### src/rtl/seq_table_counter_pkg.sv
// Shared defaults and helpers for the programmable sequence counter.
package seq_table_counter_pkg;

    localparam int DEFAULT_WIDTH = 4;
    localparam int DEFAULT_DEPTH = 8;

    // Effective sequence length: a length of 0 or beyond the table means the whole table.
    function automatic int unsigned eff_len(input int unsigned len, input int unsigned depth);
        return ((len == 0) || (len > depth)) ? depth : len;
    endfunction

    // Effective loop point: a loop index outside the active sequence falls back to entry 0.
    function automatic int unsigned eff_loop(input int unsigned loop_idx, input int unsigned l);
        return (loop_idx < l) ? loop_idx : 0;
    endfunction

endpackage

### src/rtl/seq_table_counter_table.sv
// DEPTH x WIDTH register file: synchronous write, asynchronous read, synchronous clear.
module seq_table
    import seq_table_counter_pkg::*;
#(
    parameter  int WIDTH = DEFAULT_WIDTH,
    parameter  int DEPTH = DEFAULT_DEPTH,
    localparam int IW    = $clog2(DEPTH)
) (
    input  logic             clk,
    input  logic             rst,
    input  logic             wr_en,
    input  logic [IW-1:0]    wr_addr,
    input  logic [WIDTH-1:0] wr_data,
    input  logic [IW-1:0]    rd_addr,
    output logic [WIDTH-1:0] rd_data
);

    logic [DEPTH-1:0][WIDTH-1:0] entries;

    genvar gi;
    generate
        for (gi = 0; gi < DEPTH; gi++) begin : g_entry
            logic [WIDTH-1:0] entry_reg;

            // Each entry clears on reset and loads only when addressed by a write.
            always_ff @(posedge clk) begin
                if (rst) begin
                    entry_reg <= '0;
                end else if (wr_en && (wr_addr == IW'(gi))) begin
                    entry_reg <= wr_data;
                end
            end

            assign entries[gi] = entry_reg;
        end
    endgenerate

    assign rd_data = entries[rd_addr];

endmodule

### src/rtl/seq_table_counter.sv
// Table-driven sequence counter: walks a programmable code table with a
// configurable length and loop-back point, one step per enabled cycle.
module seq_table_counter
    import seq_table_counter_pkg::*;
#(
    parameter  int WIDTH = DEFAULT_WIDTH,
    parameter  int DEPTH = DEFAULT_DEPTH,
    localparam int IW    = $clog2(DEPTH)
) (
    input  logic             clk,
    input  logic             rst,
    input  logic             en,
    input  logic             restart,
    input  logic             wr_en,
    input  logic [IW-1:0]    wr_addr,
    input  logic [WIDTH-1:0] wr_data,
    input  logic [IW:0]      len,
    input  logic [IW-1:0]    loop_idx,
    output logic [WIDTH-1:0] q,
    output logic [IW-1:0]    idx,
    output logic             wrapped
);

    logic [IW-1:0]    idx_reg, idx_next;
    logic [WIDTH-1:0] q_reg, q_next;
    logic             wrapped_reg, wrapped_next;
    logic             load;
    logic [WIDTH-1:0] rd_data;
    int unsigned      len_eff, loop_eff;

    // The table is read at the index about to be loaded so q lands with idx.
    seq_table #(
        .WIDTH (WIDTH),
        .DEPTH (DEPTH)
    ) u_table (
        .clk     (clk),
        .rst     (rst),
        .wr_en   (wr_en),
        .wr_addr (wr_addr),
        .wr_data (wr_data),
        .rd_addr (idx_next),
        .rd_data (rd_data)
    );

    // Next-index selection: restart beats advance; an index at or past the
    // last active entry (len may shrink mid-run) re-enters the loop point.
    always_comb begin
        idx_next     = idx_reg;
        wrapped_next = 1'b0;
        load         = 1'b0;
        len_eff      = eff_len(32'(len), unsigned'(DEPTH));
        loop_eff     = eff_loop(32'(loop_idx), len_eff);
        if (restart) begin
            idx_next = '0;
            load     = 1'b1;
        end else if (en) begin
            load = 1'b1;
            if (32'(idx_reg) >= (len_eff - 1)) begin
                idx_next     = IW'(loop_eff);
                wrapped_next = 1'b1;
            end else begin
                idx_next = idx_reg + IW'(1);
            end
        end
    end

    // Write-through bypass: a write to the entry being loaded reaches q immediately.
    always_comb begin
        q_next = rd_data;
        if (wr_en && (wr_addr == idx_next)) begin
            q_next = wr_data;
        end
    end

    // Output registers; on hold idx and q keep their values and wrapped drops.
    always_ff @(posedge clk) begin
        if (rst) begin
            idx_reg     <= '0;
            q_reg       <= '0;
            wrapped_reg <= 1'b0;
        end else begin
            wrapped_reg <= wrapped_next;
            if (load) begin
                idx_reg <= idx_next;
                q_reg   <= q_next;
            end
        end
    end

    assign q       = q_reg;
    assign idx     = idx_reg;
    assign wrapped = wrapped_reg;

endmodule
### config.mk
export PLATFORM = sky130hd
export DESIGN_NAME = seq_table_counter
export DESIGN_NICKNAME = d
export VERILOG_FILES = /design/src/rtl/seq_table_counter_pkg.sv /design/src/rtl/seq_table_counter_table.sv /design/src/rtl/seq_table_counter.sv
export SDC_FILE = /design/constraint.sdc
export NUM_CORES = 1
export LEC_CHECK = 0
export CAP_MARGIN = 30
export CORE_ASPECT_RATIO = 0.7
export CORE_MARGIN = 2
export CORE_UTILIZATION = 35
export CTS_CLUSTER_DIAMETER = 120
export DETAILED_ROUTE_END_ITERATION = 8
export PLACE_DENSITY = 0.56
export SLEW_MARGIN = 20
export SYNTH_ARGS = -nofsm -noshare
export SYNTH_HDL_FRONTEND = slang
export SYNTH_SLANG_ARGS = --single-unit
### constraint.sdc
create_clock -name clk -period 2.8 [get_ports clk]
set_clock_uncertainty 0.05 [all_clocks]
set_input_delay 0.42 -clock clk [delete_from_list [all_inputs] [get_ports clk]]
set_output_delay 0.42 -clock clk [all_outputs]
set_load 0.1 [all_outputs]
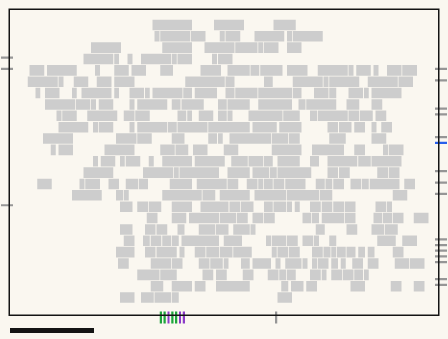
Fig. 1. Pin map (run 1).
Bar = 20 um. Pins as bars across the die edge, other pins in grey.
green -> `len`  # pins 4, direction input, edge bottom
blue -> `rst`  # pins 1, direction input, edge right
purple -> `loop_idx`  # pins 3, direction input, edge bottom
all pins by edge = 16 right, 8 bottom, 3 left

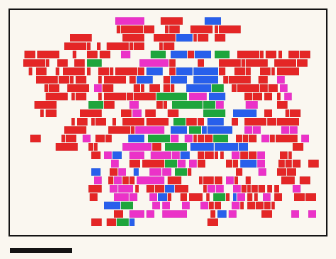
Fig. 2. Cell sizes after repair (run 1).
Bar = 20 um.
green -> drive 6 and up  # cells 19, most used buf_6
magenta -> drive 3 to 4  # cells 63, most used buf_4
red -> drive 1 or less  # cells 215, most used nor2_1
blue -> drive 2  # cells 32, most used a221oi_2

==> run notes, run 1 <==
- finished with violations — outcome
- negative setup slack — failing checks
- 1720 um^2 — logic area
- 355 — Final Net Count
- buf_6 > nand2b_4 > ha_4 > xor2_1 > ha_1 > a21oi_2 > o21ai_2 > and2_4 > buf_6 > mux2i_4 > o21ai_4 > buf_6 > buf_12 > a221oi_2 > mux4_2 > o21ai_2 — CP cell instances
- 6 — Layout clock buffers
- 49.9% — share of cell area taken by multi-input logic gates
- 5 — number of inverters outside the clock class in the layout
- 0.29 ns — clock insertion delay at the later pin of the skew report
- 4 — endpoints failing setup
- 404 — number of instances in the placed design
- 201 — number of logic gates
- -0.767 ns — Post-Place Worst Slack
- 27 — top-level port count
- 4 — buffers and inverters on the worst path
- 0 — YS warnings
- 0.821 — placer's final routability congestion estimate
- 416 um — met3 wire len
- 2380 um^2 — combined area of all synthesized cells
- 289 — Syn Nets
- q[2]$_SDFFE_PP0P_ — hold path endpoint
- sky130_fd_sc_hd__buf_4 — commonest non-fill, non-tap cell in the layout
- q[2]$_SDFFE_PP0P_ — startpoint of the most critical hold path
- 2205 — total via count in the routed design
- -0.0660 ns — final worst slack
- sky130_fd_sc_hd__clkbuf_8 — clock tree root driver cell
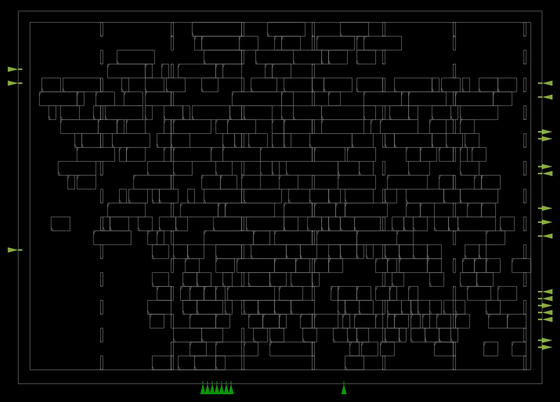
Fig. 3. Cell placement (run 1).
Tapcells: 94
count of flip-flops and latches: 40

Fig. 4: run 1, metal layers overlaid
Bar = 20 um.
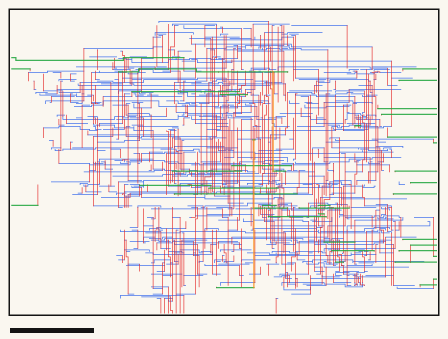

==> run 2, diff against run 1 <==
--- a/config.mk
+++ b/config.mk
@@ -15,4 +15,5 @@
 export SLEW_MARGIN = 20
 export SYNTH_ARGS = -nofsm -noshare
 export SYNTH_HDL_FRONTEND = slang
+export SYNTH_HIERARCHICAL = 1
 export SYNTH_SLANG_ARGS = --single-unit
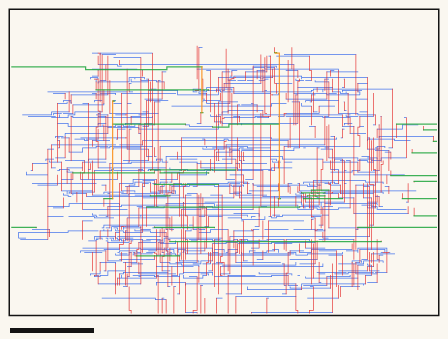
Fig. 5. Metal layers overlaid (run 2).
Bar = 20 um.
blue -> met1  # wire length 3300 um
red -> met2  # wire length 2320 um
green -> met3  # wire length 387 um
orange -> met4  # wire length 69.6 um
gr usage total: 18.0%
Post-Route WL: 6070 um
total via count in the routed design: 1971
routed length per instance: 15.6 um

==> run 2 against run 1 <==
Against the previous run:
- the flow still finishes with violations (negative setup slack)
- sequential power barely moved
- setup slack worse by 0.39 ns
- first-iteration DRC count is 21% lower
- sequential share of layout area rose by 1.9 points
- highest routed layer unchanged
==> run notes, run 2 <==
- buf_8 > nand2b_4 > ha_4 > xor2_1 > ha_1 > nand2_1 > o21ai_2 > and2_4 > a21oi_2 > a211oi_2 > buf_6 > mux4_2 > mux2_4 > nand2b_4 > a41oi_2 > a211oi_2 — CP cell instances
- 16 — largest net degree at the start of global routing
- 1560 um^2 — logic area
- 49.0% — share of cell area taken by multi-input logic gates
- 71 — Signal buffers
- 40 — CTS sink cnt
- u_table/g_entry[3].entry_reg[3]$_SDFFE_PP0P_ — startpoint of the most critical hold path
- sky130_fd_sc_hd__buf_4 — commonest non-fill, non-tap cell in the layout
- 91 — Tapcells
- 177 — number of logic gates
- 372 — number of instances in the placed design
- 4 — endpoints failing setup
- 40 — count of flip-flops and latches
- 3.40 ns — worst path arrival time
- 2 — buffers and inverters on the worst path
- -1.21 ns — Post-Place Worst Slack
- 33.5% — clock share of power
- 206 uV — Peak VDD IR
- 5 — Layout clock buffers
- 7 — maximum fanout along the worst path
- 567 — fillers
- 25.1% — MUX area fraction
- negative setup slack — failing checks
- 322 — Final Net Count
- sky130_fd_sc_hd__dfxtp_1 — main flop type
- 27 — top-level port count
- finished with violations — outcome
- 0.30 ns — clock insertion delay at the later pin of the skew report
- 263 — Syn Nets
- -0.458 ns — final worst slack
- u_table/g_entry[3].entry_reg[3]$_SDFFE_PP0P_ — hold path endpoint
- 2330 um^2 — combined area of all synthesized cells
- true — RSZ-0062 raised after global routing
- 1 — number of inverters outside the clock class in the layout
- 449 nW/um^2 — total power density per cell area
- sky130_fd_sc_hd__clkbuf_8 — clock tree root driver cell
- 387 um — met3 wire len
- 479 uW — power in the clock group
- 0.828 — placer's final routability congestion estimate
No activity file was given, so power comes from the tool's default toggle rates.
